## config.mk

```make
export PLATFORM = sky130hd
export DESIGN_NAME = cam_frame_writer
export DESIGN_NICKNAME = d
export VERILOG_FILES = /design/src/rtl/cam_frame_writer.sv
export SDC_FILE = /design/constraint.sdc
export NUM_CORES = 1
export LEC_CHECK = 0
export ABC_CLOCK_PERIOD_IN_PS = 7200
export CAP_MARGIN = 20
export CORE_ASPECT_RATIO = 0.9
export CORE_MARGIN = 2
export CORE_UTILIZATION = 55
export CTS_CLUSTER_DIAMETER = 60
export DETAILED_ROUTE_END_ITERATION = 12
export GPL_ROUTABILITY_DRIVEN = 1
export PLACE_DENSITY = 0.83
export REMOVE_ABC_BUFFERS = 1
export SLEW_MARGIN = 20
export SYNTH_ARGS = -nofsm -noshare
export SYNTH_HDL_FRONTEND = slang
export SYNTH_SLANG_ARGS = --single-unit
```

## constraint.sdc

```tcl
create_clock -name clk -period 7.2 [get_ports clk]
set_clock_uncertainty 0.15 [all_clocks]
set_input_delay 0.72 -clock clk [delete_from_list [all_inputs] [get_ports clk]]
set_output_delay 0.72 -clock clk [all_outputs]
set_load 0.01 [all_outputs]
```

## src/rtl/cam_frame_writer.sv

```systemverilog
// OV7670-style camera capture: synchronises href/vsync/data, packs sensor bytes into
// pixels and writes them, optionally 2x2-decimated, into a linear frame buffer.
module cam_frame_writer #(
   parameter int H_ACTIVE      = 320,
   parameter int V_ACTIVE      = 240,
   parameter int BYTES_PER_PIX = 2,
   parameter int ADDR_W        = 17
) (
   input  logic                       clk,
   input  logic                       reset,
   input  logic                       href,
   input  logic                       vsync,
   input  logic [7:0]                 ov7670_data,
   input  logic                       capture_en,
   input  logic                       single_shot,
   input  logic                       decim,
   output logic                       we,
   output logic [ADDR_W-1:0]          wAddr,
   output logic [8*BYTES_PER_PIX-1:0] wData,
   output logic                       busy,
   output logic                       frame_done,
   output logic                       line_err,
   output logic [15:0]                frame_cnt
);

   localparam int                PW        = 8*BYTES_PER_PIX;
   localparam logic [ADDR_W-1:0] LAST_FULL = ADDR_W'(H_ACTIVE*V_ACTIVE - 1);
   localparam logic [ADDR_W-1:0] LAST_DEC  = ADDR_W'((H_ACTIVE/2)*(V_ACTIVE/2) - 1);
   localparam logic [ADDR_W-1:0] W_FULL    = ADDR_W'(H_ACTIVE);
   localparam logic [ADDR_W-1:0] W_DEC     = ADDR_W'(H_ACTIVE/2);

   typedef enum logic [1:0] {IDLE, ARM, CAPTURE, DONE} state_t;

   state_t            state_q, state_d;
   logic              href_q1, href_s, vsync_q1, vsync_s, href_prev_q;
   logic [7:0]        data_q1, data_s;
   logic              decim_q, decim_d, single_q, single_d, shot_q, shot_d;
   logic              bcnt_q, bcnt_d;
   logic [7:0]        hi_q, hi_d;
   logic [15:0]       col_q, col_d, line_q, line_d;
   logic [ADDR_W-1:0] base_q, base_d, waddr_q, waddr_d;
   logic [PW-1:0]     wdata_q, wdata_d, pix_w;
   logic              we_q, we_d, line_err_q, line_err_d;
   logic [15:0]       frame_cnt_q, frame_cnt_d;
   logic              pix_last, col_ok, line_ok, keep;
   logic [ADDR_W-1:0] out_w, out_col, last_addr;

   generate
      if (BYTES_PER_PIX == 2) begin : g_two
         assign pix_w = {hi_q, data_s};
      end else begin : g_one
         assign pix_w = data_s;
      end
   endgenerate

   assign pix_last  = (BYTES_PER_PIX == 1) ? 1'b1 : bcnt_q;
   assign col_ok    = col_q < 16'(H_ACTIVE);
   assign line_ok   = line_q < 16'(V_ACTIVE);
   assign keep      = !decim_q || (!col_q[0] && !line_q[0]);
   assign out_w     = decim_q ? W_DEC : W_FULL;
   assign out_col   = ADDR_W'(col_q >> decim_q);
   assign last_addr = decim_q ? LAST_DEC : LAST_FULL;

   // After a single-shot frame, re-arming needs capture_en to drop first.
   always_comb begin
      state_d    = state_q;
      busy       = 1'b0;
      frame_done = 1'b0;
      case (state_q)
         IDLE:    if (capture_en && vsync_s && !shot_q) state_d = ARM;
         ARM:     if (!vsync_s) state_d = CAPTURE;
         CAPTURE: begin
            busy = 1'b1;
            if (vsync_s || (we_q && waddr_q == last_addr)) state_d = DONE;
         end
         DONE: begin
            frame_done = 1'b1;
            state_d    = (single_q || !capture_en) ? IDLE : ARM;
         end
         default: state_d = IDLE;
      endcase
   end

   always_comb begin
      col_d       = col_q;
      line_d      = line_q;
      base_d      = base_q;
      bcnt_d      = bcnt_q;
      hi_d        = hi_q;
      we_d        = 1'b0;
      waddr_d     = waddr_q;
      wdata_d     = wdata_q;
      line_err_d  = line_err_q;
      decim_d     = decim_q;
      single_d    = single_q;
      shot_d      = shot_q;
      frame_cnt_d = frame_cnt_q;
      if (!capture_en) shot_d = 1'b0;
      case (state_q)
         ARM: if (!vsync_s) begin
            decim_d    = decim;
            single_d   = single_shot;
            col_d      = '0;
            line_d     = '0;
            base_d     = '0;
            bcnt_d     = 1'b0;
            line_err_d = 1'b0;
         end
         CAPTURE: begin
            if (href_s) begin
               bcnt_d = ~bcnt_q;
               hi_d   = data_s;
               if (pix_last) begin
                  bcnt_d = 1'b0;
                  if (col_q != 16'hFFFF) col_d = col_q + 16'd1;
                  if (col_ok && line_ok && keep) begin
                     we_d    = 1'b1;
                     waddr_d = base_q + out_col;
                     wdata_d = pix_w;
                  end
               end
            end else begin
               // A trailing partial pixel is dropped simply by clearing the byte phase.
               bcnt_d = 1'b0;
               col_d  = '0;
               if (href_prev_q) begin
                  if (col_q != 16'(H_ACTIVE)) line_err_d = 1'b1;
                  if (line_q != 16'hFFFF) line_d = line_q + 16'd1;
                  if (!decim_q || line_q[0]) base_d = base_q + out_w;
               end
            end
         end
         DONE: begin
            frame_cnt_d = frame_cnt_q + 16'd1;
            if (single_q) shot_d = 1'b1;
         end
         default: ;
      endcase
   end

   always_ff @(posedge clk) begin
      if (reset) begin
         state_q     <= IDLE;
         href_q1     <= 1'b0;
         href_s      <= 1'b0;
         vsync_q1    <= 1'b0;
         vsync_s     <= 1'b0;
         data_q1     <= '0;
         data_s      <= '0;
         href_prev_q <= 1'b0;
         decim_q     <= 1'b0;
         single_q    <= 1'b0;
         shot_q      <= 1'b0;
         bcnt_q      <= 1'b0;
         hi_q        <= '0;
         col_q       <= '0;
         line_q      <= '0;
         base_q      <= '0;
         we_q        <= 1'b0;
         waddr_q     <= '0;
         wdata_q     <= '0;
         line_err_q  <= 1'b0;
         frame_cnt_q <= '0;
      end else begin
         state_q     <= state_d;
         href_q1     <= href;
         href_s      <= href_q1;
         vsync_q1    <= vsync;
         vsync_s     <= vsync_q1;
         data_q1     <= ov7670_data;
         data_s      <= data_q1;
         href_prev_q <= href_s;
         decim_q     <= decim_d;
         single_q    <= single_d;
         shot_q      <= shot_d;
         bcnt_q      <= bcnt_d;
         hi_q        <= hi_d;
         col_q       <= col_d;
         line_q      <= line_d;
         base_q      <= base_d;
         we_q        <= we_d;
         waddr_q     <= waddr_d;
         wdata_q     <= wdata_d;
         line_err_q  <= line_err_d;
         frame_cnt_q <= frame_cnt_d;
      end
   end

   assign we        = we_q;
   assign wAddr     = waddr_q;
   assign wData     = wdata_q;
   assign line_err  = line_err_q;
   assign frame_cnt = frame_cnt_q;

endmodule

```

**Run 1: clock wires, drivers and flops**

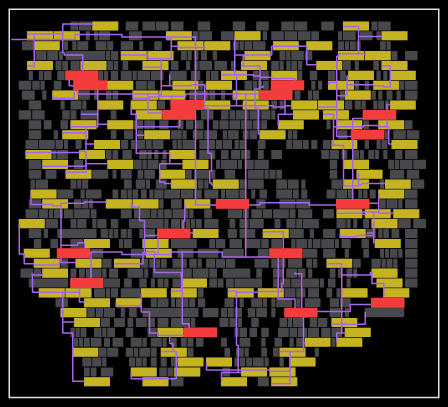
Key: yellow = flip-flops [count 130]; red = clock drivers [count 17]; purple = clock wires [length 1630 um]
There are 18 routed clock nets. Position of the flops: widely spread.

**Run 1: gate-type map**

The bar under the picture is 20 um long.
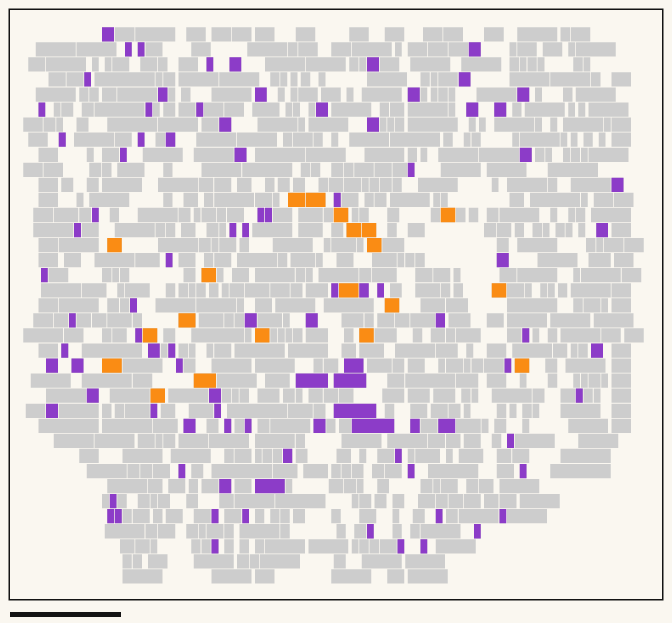
Key: purple = nor cells [cells 95, most used nor2_1, where widely spread]; orange = non-inverting ao/oa cells [cells 20, most used a21o_1]

**Run 1: local utilization**

The die is cut into 12 by 11 equal tiles; dark blue is low, red is high, 0 to 100% covered.
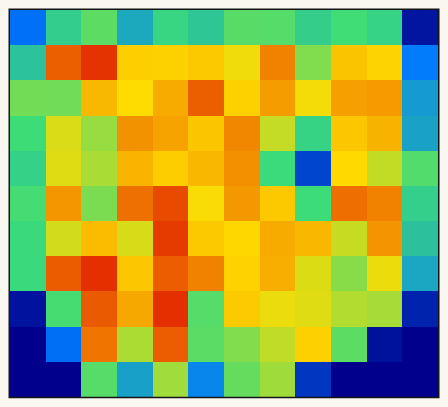
The densest ninth of the die: centre. The emptiest ninth of the die: lower right. 41% of the tiles are over 75% full.

run 1: cell families (layout without fill, tap and decap cells):
group / Yosys count / in the layout / share of synthesized area (%)
AND/OR/NAND/NOR: 321 / 321 / 26.3
multiplexers: 19 / 19 / 3.20
AND-OR/OR-AND: 159 / 159 / 16.0
flip-flops: 130 / 130 / 40.6
adder cells (fa/ha/maj): 25 / 25 / 5.00
other: 1 / 1 / 0.0585
buffers and inverters: 52 / 119 / 3.34
XOR/XNOR: 40 / 40 / 5.47
run 1: report_power, final:
group          leakage, nW  switching (W)  internal [W]
combinational         1.51       0.000133     0.0000759
clock                0.326       0.000323      0.000668
sequential            1.05      0.0000189      0.000735
total                 2.89       0.000475       0.00148
==> results.py, run 1 <==
# Synthesis and PnR figures
metrics = {
    "synthesis": {
        "ys_async_sr_fraction_pct": 0,
        "post_synth_most_frequent_cells": "130 x sky130_fd_sc_hd__dfxtp_1, 108 x sky130_fd_sc_hd__nand2_1, 73 x sky130_fd_sc_hd__a21oi_1, 52 x sky130_fd_sc_hd__nor2_1",
        "syn-cell-area_um2": 6410,
        "syn_avg_cell_area_um2": 8.58,
        "yosys-stat-cells": 747,
        "synthDominantAreaCellType": "sky130_fd_sc_hd__dfxtp_1",
        "number_of_instances_in_the_synthesized_netlist": 747,
    },
    "critical_path": {
        "worst_path_required_ps": 7410,
        "setup.worst_path.start": "decim_q$_SDFFE_PP0P_",
        "timing.critical_path.cells": "mux2_2 -> ha_1 -> a21oi_1 -> o21ai_0 -> a221oi_1 -> or4_1 -> nand3_1",
        "crit_path_max_incr_delay_ps": 1010,
        "rr_worst_depth": 7,
        "startpoint_type_of_the_worst_setup_path": "register",
        "arrival_ps": 3570,
        "critical_path.endpoint": "wAddr[13]$_SDFFE_PP0P_",
        "path_max_fanout": 24,
        "slowest_cell_on_the_critical_path": "sky130_fd_sc_hd__dfxtp_1",
        "r2r-end": "wAddr[13]$_SDFFE_PP0P_",
    },
    "timing": {
        "hold_violations": 0,
        "finalSetupViolations": 0,
        "fin_ws_ps": 3840,
        "period_used_pct": 46.7,
        "worstMarginPinSlew_ps": 1040,
    },
    "finish": {
        "seq_area_um2": 2600,
        "number_of_ordinary_and_repair_buffers_in_the_finished_layout": 71,
        "layout.buffer.nonclock.area_share_pct": 8.88,
        "seq_cells": 130,
        "comb.multi_input.count": 565,
        "utilization_pct": 68.8,
    },
    "detailed_routing": {
        "route.antenna.remaining_nets": 0,
        "drt-pass1-iter-count": 6,
        "dr_wl_met2_um": 7490,
        "route.detailed.drc": 0,
    },
    "cts": {
        "cts_root_buffer": "sky130_fd_sc_hd__clkbuf_16",
        "clkTransAtPathRegs_ps": 60,
        "tritoncts.num_buffers": 17,
        "worstSkewPairLatency_ps": 420,
        "ctsResizeCount": 0,
    },
    "placement": {
        "place.detailed.instances": 938,
        "dp.final_hpwl_um": 10300,
        "dp_slack_ps": 3990,
        "globalplace.congestion": 0.878,
    },
    "hold_path": {
        "worstHoldStart": "data_q1[4]$_SDFF_PP0_",
        "timing.hold.worst.class": "register to register",
    },
    "global_route": {
        "grtUsageMet3_pct": 6.49,
        "global_route_track_usage_on_met1_pct": 31.8,
    },
    "die": {
        "die_h_um": 106,
        "die_x_um": 118,
        "fp_util_pct": 56.3,
        "core.rowCount": 37,
        "top_level_ports": 68,
    },
    "status": {
        "outcome": "complete, no violations",
    },
    "pwr": {
        "power.ir.vdd_worst_uv": 256,
        "power_density_nw_per_um2": 249,
    },
}
--- run 2 (diff from run 1) ---
ABC_CLOCK_PERIOD_IN_PS = 3290   (was 7200)
clock period = 3.29 ns   (was 7.2 ns; I/O delays follow)
**Run 2: local utilization**

The die is cut into 12 by 11 equal tiles; dark blue is low, red is high, 0 to 100% covered.
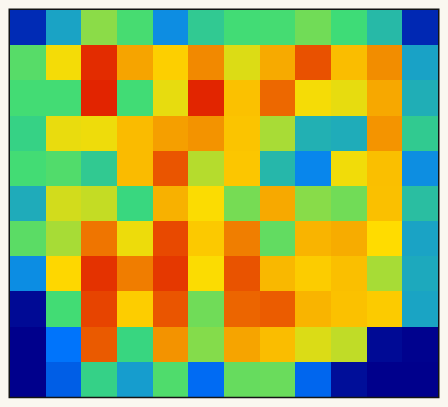
The fullest tile reaches 96%. 39% of the tiles are over 75% full. The mean over all tiles is 60%. 3.8% of the tiles are nearly empty.
final core utilization: 68.1%
Std-Cell Core Area: 11400 um^2
FP Util: 56.3%

==> run 2 against run 1 <==
Core utilization decreased by 0.71 points. Die area unchanged. Global-route usage decreased by 0.29 points. Sequential cell count unchanged. Final area decreased by 1.0%. Register-to-register slack got worse by 3600 ps. Area after synthesis unchanged.
==> results.py, run 2 <==
# Synthesis and PnR figures
metrics = {
    "status": {
        "outcome": "complete, no violations",
    },
    "synthesis": {
        "post_synth_and_or_nand_nor_area_fraction_pct": 26.3,
        "yosys-stat-cells": 747,
        "xor_area_share_pct": 5.47,
        "ys_async_sr_fraction_pct": 0,
        "aoi_share_pct": 16.0,
        "syn_avg_cell_area_um2": 8.58,
        "synthDominantAreaCellType": "sky130_fd_sc_hd__dfxtp_1",
        "top_logic_kind": "simple AND/OR/NAND/NOR gates",
        "syn-cell-area_um2": 6410,
        "synth.area.mux_share_pct": 3.20,
        "synth_adder_area_share_pct": 5.00,
    },
    "pwr": {
        "seq-power_w": 0.00164,
        "internal_power_w": 0.00293,
        "power.ir.vdd_worst_uv": 506,
        "pg_comb_w": 0.000482,
        "p_clk_share_pct": 45.8,
        "power-top-group": "clock",
        "combPwrFrac_pct": 12.3,
    },
    "cts": {
        "ctsResizeCount": 0,
        "clkTransAtPathRegs_ps": 50,
        "tritoncts.num_buffers": 17,
    },
    "detailed_routing": {
        "route.antenna.remaining_nets": 0,
    },
    "placement": {
        "globalplace.congestion": 0.862,
        "dp.final_hpwl_um": 10800,
    },
    "critical_path": {
        "slowest_cell_on_the_critical_path": "sky130_fd_sc_hd__dfxtp_1",
        "startpoint_type_of_the_worst_setup_path": "register",
        "r2r-end": "wAddr[13]$_SDFFE_PP0P_",
        "rr_worst_depth": 7,
        "crit_path_max_incr_delay_ps": 630,
        "timing.critical_path.cells": "mux2_2 -> ha_1 -> a21oi_1 -> o21ai_0 -> a221oi_1 -> or4_1 -> nand3_1",
        "path_max_fanout": 11,
    },
    "finish": {
        "comb.multi_input.count": 565,
        "seq_area_um2": 2600,
        "number_of_ordinary_and_repair_buffers_in_the_finished_layout": 74,
        "seq_cells": 130,
        "layout.buffer.nonclock.area_share_pct": 9.43,
    },
    "timing": {
        "period_used_pct": 92.2,
        "hold_violations": 0,
        "worstMarginPinSlew_ps": 798,
    },
    "hold_path": {
        "worstHoldStart": "reset",
        "timing.hold.worst.class": "input port to register",
    },
    "die": {
        "die_h_um": 106,
        "top_level_ports": 68,
    },
}
**Run 2: congestion heat map**

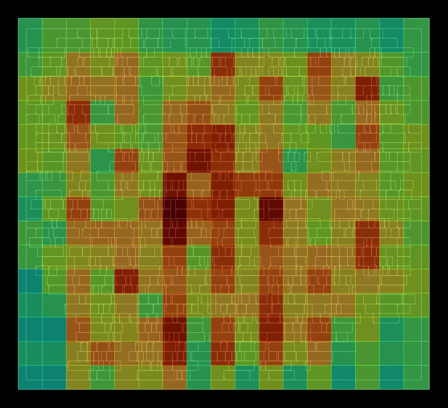
met3 Use GR: 6.49%
routed length per placed instance: 16.0 um
global-route track usage on met1: 30.4%
GRT Max-Usage Layer: met2

run 2: cell types whose count changed in the layout (fill, tap and decap cells not counted), moves of 2 or more:
cell,delta
sky130_fd_sc_hd__buf_4,+2
sky130_fd_sc_hd__bufinv_16,-5
sky130_fd_sc_hd__clkbuf_8,+4
sky130_fd_sc_hd__clkbuf_1,+3
sky130_fd_sc_hd__clkinvlp_4,-2
run 2: cells by family after synthesis:
family	count (synthesis)
flops	130
mux	19
buf+inv	52
other cells	1
simple gates	321
xor+xnor	40
compound gates	159
fa+ha+maj	25
run 2: layer usage:
layer	vias to the layer above	share of wire, %
met1	2664	44
met5	-	0
met2	197	48
met4	0	1.5
met3	22	5.9
li1	2763	-
Power is estimated from default activity; no workload was simulated.
